==> config.mk <==
export PLATFORM = sky130hd
export DESIGN_NAME = peripheral_msi_rr_arbiter_wb
export DESIGN_NICKNAME = d
export VERILOG_FILES = /design/src/rtl/peripheral_msi_pkg.sv /design/src/rtl/peripheral_msi_rr_pick.sv /design/src/rtl/peripheral_msi_rr_arbiter_wb.sv
export SDC_FILE = /design/constraint.sdc
export NUM_CORES = 1
export LEC_CHECK = 0
export CAP_MARGIN = 15
export CORE_AREA = 2 2 218 220
export CTS_BUF_LIST = sky130_fd_sc_hd__clkbuf_8
export CTS_CLUSTER_SIZE = 16
export DETAILED_ROUTE_END_ITERATION = 8
export DIE_AREA = 0 0 220 222
export GPL_TIMING_DRIVEN = 0
export PLACE_DENSITY_LB_ADDON = 0.15
export SLEW_MARGIN = 30
export SYNTH_ARGS = -nofsm -noshare
export SYNTH_HDL_FRONTEND = slang
export SYNTH_SLANG_ARGS = --single-unit
==> constraint.sdc <==
create_clock -name wb_clk_i -period 2.2 [get_ports wb_clk_i]
set_input_delay 0.33 -clock wb_clk_i [delete_from_list [all_inputs] [get_ports wb_clk_i]]
set_output_delay 0.33 -clock wb_clk_i [all_outputs]
set_load 0.005 [all_outputs]
==> src/rtl/peripheral_msi_pkg.sv <==
// Shared definitions for the MSI peripheral-fabric Wishbone arbiter:
// grant FSM state encoding and width helpers for the owner index and watchdog.
package peripheral_msi_pkg;

    typedef enum logic [1:0] {
        ST_IDLE     = 2'd0,
        ST_GRANT    = 2'd1,
        ST_FLUSH    = 2'd2,
        ST_HANDOVER = 2'd3
    } arb_state_e;

    // Width of an owner index; a single master still needs one bit.
    function automatic int MASTER_SEL_BITS(input int num_masters);
        return (num_masters > 1) ? $clog2(num_masters) : 1;
    endfunction

    // Width of the watchdog counter, which only has to reach TIMEOUT-1.
    function automatic int WDOG_W(input int timeout);
        return $clog2(timeout);
    endfunction

endpackage

==> src/rtl/peripheral_msi_rr_pick.sv <==
// Rotating-priority picker: returns the first requester after 'last',
// scanning last+1, last+2, ... modulo NUM_MASTERS.
module peripheral_msi_rr_pick
    import peripheral_msi_pkg::*;
#(
    parameter int NUM_MASTERS = 4,
    parameter int SW          = MASTER_SEL_BITS(NUM_MASTERS)
) (
    input  logic [NUM_MASTERS-1:0] req,
    input  logic [SW-1:0]          last,
    output logic                   found,
    output logic [SW-1:0]          sel
);

    function automatic int wrap_idx(input int base, input int offset);
        return (base + offset) % NUM_MASTERS;
    endfunction

    // Scan from the farthest candidate to the nearest so the nearest requester wins.
    always_comb begin
        // NOTE: every output gets a default first so no path leaves it unassigned (no latch).
        found = 1'b0;
        sel   = '0;
        for (int i = NUM_MASTERS; i >= 1; i--) begin
            if (req[wrap_idx(int'(last), i)]) begin
                found = 1'b1;
                sel   = SW'(wrap_idx(int'(last), i));
            end
        end
    end

endmodule

==> src/rtl/peripheral_msi_rr_arbiter_wb.sv <==
// Round-robin Wishbone arbiter: NUM_MASTERS masters share one slave port
// through a registered grant FSM with a one-cycle handover bubble.
// Optional per-transaction watchdog enabled by the macro
// PERIPHERAL_MSI_ARBITER_WB_WATCHDOG_EN; without it timeout_o is tied low
// and the owner keeps the slave until it drops cyc.
module peripheral_msi_rr_arbiter_wb
    import peripheral_msi_pkg::*;
#(
    parameter int DW          = 32,
    parameter int AW          = 32,
    parameter int NUM_MASTERS = 4,
    parameter int TIMEOUT     = 255
) (
    input  logic                            wb_clk_i,
    input  logic                            wb_rst_i,
    input  logic [NUM_MASTERS-1:0][AW-1:0]  wbm_adr_i,
    input  logic [NUM_MASTERS-1:0][DW-1:0]  wbm_dat_i,
    input  logic [NUM_MASTERS-1:0][3:0]     wbm_sel_i,
    input  logic [NUM_MASTERS-1:0]          wbm_we_i,
    input  logic [NUM_MASTERS-1:0]          wbm_cyc_i,
    input  logic [NUM_MASTERS-1:0]          wbm_stb_i,
    input  logic [NUM_MASTERS-1:0][2:0]     wbm_cti_i,
    input  logic [NUM_MASTERS-1:0][1:0]     wbm_bte_i,
    output logic [NUM_MASTERS-1:0][DW-1:0]  wbm_dat_o,
    output logic [NUM_MASTERS-1:0]          wbm_ack_o,
    output logic [NUM_MASTERS-1:0]          wbm_err_o,
    output logic [NUM_MASTERS-1:0]          wbm_rty_o,
    output logic [AW-1:0]                   wbs_adr_o,
    output logic [DW-1:0]                   wbs_dat_o,
    output logic [3:0]                      wbs_sel_o,
    output logic                            wbs_we_o,
    output logic                            wbs_cyc_o,
    output logic                            wbs_stb_o,
    output logic [2:0]                      wbs_cti_o,
    output logic [1:0]                      wbs_bte_o,
    input  logic [DW-1:0]                   wbs_dat_i,
    input  logic                            wbs_ack_i,
    input  logic                            wbs_err_i,
    input  logic                            wbs_rty_i,
    output logic [NUM_MASTERS-1:0]          grant_o,
    output logic                            timeout_o
);

    localparam int SW = MASTER_SEL_BITS(NUM_MASTERS);

    arb_state_e    state_q;
    logic [SW-1:0] sel_q;
    logic [SW-1:0] last_q;
    logic          pick_found;
    logic [SW-1:0] pick_sel;
    logic          in_grant;
    logic          owner_cyc;
    logic          fire;

    peripheral_msi_rr_pick #(
        .NUM_MASTERS (NUM_MASTERS),
        .SW          (SW)
    ) u_pick (
        .req   (wbm_cyc_i),
        .last  (last_q),
        .found (pick_found),
        .sel   (pick_sel)
    );

    assign in_grant  = (state_q == ST_GRANT);
    assign owner_cyc = wbm_cyc_i[sel_q];

`ifdef PERIPHERAL_MSI_ARBITER_WB_WATCHDOG_EN
    localparam int WW = WDOG_W(TIMEOUT);

    logic [WW-1:0] wdog_q;
    logic          slave_resp;

    assign slave_resp = wbs_ack_i | wbs_err_i | wbs_rty_i;
    // A response in the firing cycle wins over the timeout.
    assign fire       = in_grant && !slave_resp && (wdog_q == WW'(TIMEOUT - 1));
    assign timeout_o  = fire;

    // Count stalled strobe cycles of the current owner; clear while idle and on any response.
    always_ff @(posedge wb_clk_i) begin
        if (wb_rst_i) begin
            wdog_q <= '0;
        end else if (state_q == ST_IDLE || slave_resp) begin
            wdog_q <= '0;
        end else if (in_grant && wbs_stb_o) begin
            wdog_q <= wdog_q + 1'b1;
        end
    end
`else
    assign fire      = 1'b0;
    assign timeout_o = 1'b0;
`endif

    // Grant FSM: pick in IDLE, serve in GRANT, drain in FLUSH, one bubble in HANDOVER.
    always_ff @(posedge wb_clk_i) begin
        // NOTE: reset is sampled on the clock edge only; state updates use non-blocking assignments.
        if (wb_rst_i) begin
            state_q <= ST_IDLE;
            sel_q   <= '0;
            last_q  <= SW'(NUM_MASTERS - 1);
        end else begin
            case (state_q)
                ST_IDLE: begin
                    if (pick_found) begin
                        sel_q   <= pick_sel;
                        state_q <= ST_GRANT;
                    end
                end
                ST_GRANT: begin
                    if (fire) begin
                        state_q <= ST_FLUSH;
                    end else if (!owner_cyc) begin
                        last_q  <= sel_q;
                        state_q <= ST_HANDOVER;
                    end
                end
                ST_FLUSH: begin
                    if (!owner_cyc) begin
                        last_q  <= sel_q;
                        state_q <= ST_HANDOVER;
                    end
                end
                default: state_q <= ST_IDLE;
            endcase
        end
    end

    // Slave request mux and per-master response routing; handshakes only reach the slave in GRANT.
    always_comb begin
        wbs_adr_o = wbm_adr_i[sel_q];
        wbs_dat_o = wbm_dat_i[sel_q];
        wbs_sel_o = wbm_sel_i[sel_q];
        wbs_we_o  = wbm_we_i[sel_q];
        wbs_cti_o = wbm_cti_i[sel_q];
        wbs_bte_o = wbm_bte_i[sel_q];
        wbs_cyc_o = in_grant & wbm_cyc_i[sel_q];
        wbs_stb_o = in_grant & wbm_stb_i[sel_q];
        wbm_ack_o = '0;
        wbm_err_o = '0;
        wbm_rty_o = '0;
        grant_o   = '0;
        if (in_grant) begin
            wbm_ack_o[sel_q] = wbs_ack_i;
            wbm_err_o[sel_q] = wbs_err_i | fire;
            wbm_rty_o[sel_q] = wbs_rty_i;
        end
        if (state_q == ST_GRANT || state_q == ST_FLUSH) begin
            grant_o[sel_q] = 1'b1;
        end
    end

    assign wbm_dat_o = {NUM_MASTERS{wbs_dat_i}};

endmodule
==> run summary <==
On the backend side, the flow ran end to end.

Setup slack on the critical path of the routed design comes to -0.0398 ns. Counting pins that exceed their max-slew limit in the final report gives 0. The run finished, with violations left. After synthesis, the cell types taking the most area are sky130_fd_sc_hd__mux4_2 (51%), sky130_fd_sc_hd__buf_4 (30%), sky130_fd_sc_hd__dfxtp_1 (3.6%). The part of the cycle the worst path needs stands at 102%. After layout, the buffer instance count without clock buffers stands at 707. The buffer and inverter count on the worst path stands at 3. The number of enable-type register cells in the synthesized netlist stands at 0. The tightest hold path in the finished design has a slack of 0.543 ns. The post-route minimum period stands at 2.24 ns. The H-tree depth stands at 1.

The vertical extent of the die stands at 222 microns. The congestion estimate from routability-driven global placement came to 0.787. The checks that failed: negative setup slack.

TritonCTS reports the number of clock sinks as 6. Overall routing resource usage recorded by global route was 11.7%. The net count reported at finish stands at 1203.

The leakage power of the design stands at 3.83 nW. Looking at the gate-level netlist, the highest instance count belongs to sky130_fd_sc_hd__buf_4. The overall overflow remaining after global route stands at 0. The first-iteration detailed-routing DRC count stands at 129. The area fraction in compound gates after synthesis stands at 3.38%. The end-of-flow timing check tallies setup violations at 2. The number of warnings reported in the yosys synthesis log stands at 0.
==> flip-flops by register name, indices dropped and copies added (netlist names) <==
signal / count
last_q: 2
state_q: 2
sel_q: 2
==> metal layers <==
metal  track usage (%)  vias to the layer above
met5                 0                        -
met4             0.974                        4
met3              2.57                        6
met2              24.8                      244
met1              11.5                     2270
li1                  -                     2132
==> where the power goes <==
part	internal [mW]	switching [mW]	total [mW]	leakage [nW]
clock	0.118	0.0517	0.170	0.0216
combinational	2.22	1.28	3.50	3.76
sequential	0.135	0.0227	0.158	0.0500
total	2.47	1.36	3.83	3.83
==> per-stage QoR <==
step / cells / area (sq um) / total power [mW] / setup WS (ns) / utilization [%]
after floorplan: 297 / 3300 / 1.49 / 0.503 / -
after global placement: 1432 / 9340 / 3.63 / -0.456 / 20.2
after detailed placement: 1432 / 9340 / 3.59 / -0.444 / 20.2
after CTS: 1449 / 9580 / 3.87 / -0.0821 / 20.7
after global routing: 1464 / 9700 / 4.09 / -0.0782 / 21.0
final: 1465 / 9700 / 3.83 / -0.0398 / 21.0
==> logic make-up (layout without fill, tap and decap cells) <==
kind of cell / count (synthesis) / in the layout
buffers and inverters: 156 / 716
muxes: 78 / 78
and+or+nand+nor: 37 / 37
AOI/OAI and AO/OA: 16 / 16
DFF: 6 / 6
adders and majority gates: 3 / 3
other: 1 / 2
==> how the worst max path moves through the flow <==
stage | startpoint | cells after the start | end
after floorplan | sel_q[0] | 4 | wbs_dat_o[20]
after global placement | sel_q[1] | 4 | wbs_sel_o[3]
after detailed placement | sel_q[1] | 4 | wbs_sel_o[3]
after CTS | sel_q[0] | 5 | wbs_dat_o[31]
after global routing | sel_q[0] | 4 | wbs_dat_o[18]
final | sel_q[0] | 4 | wbs_dat_o[18]
**Clock routing**

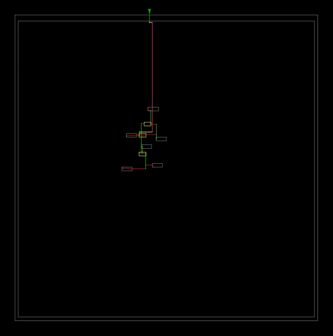
worst-case clock skew: 0.000705 ns
clock buf count: 3
number of sequential storage elements: 6

**Port wiring**

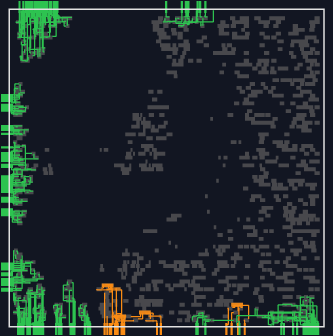
colour	port	direction	end cells	buffers	wire
orange	wbm_sel_i	input	4	16	355 microns
green	wbm_dat_o	output	0	256	3120 microns
IO Count: 562
quantity of I/O buffers inserted on ports: 528

Power figures rest on the tool's default switching activity, not on a simulated workload.
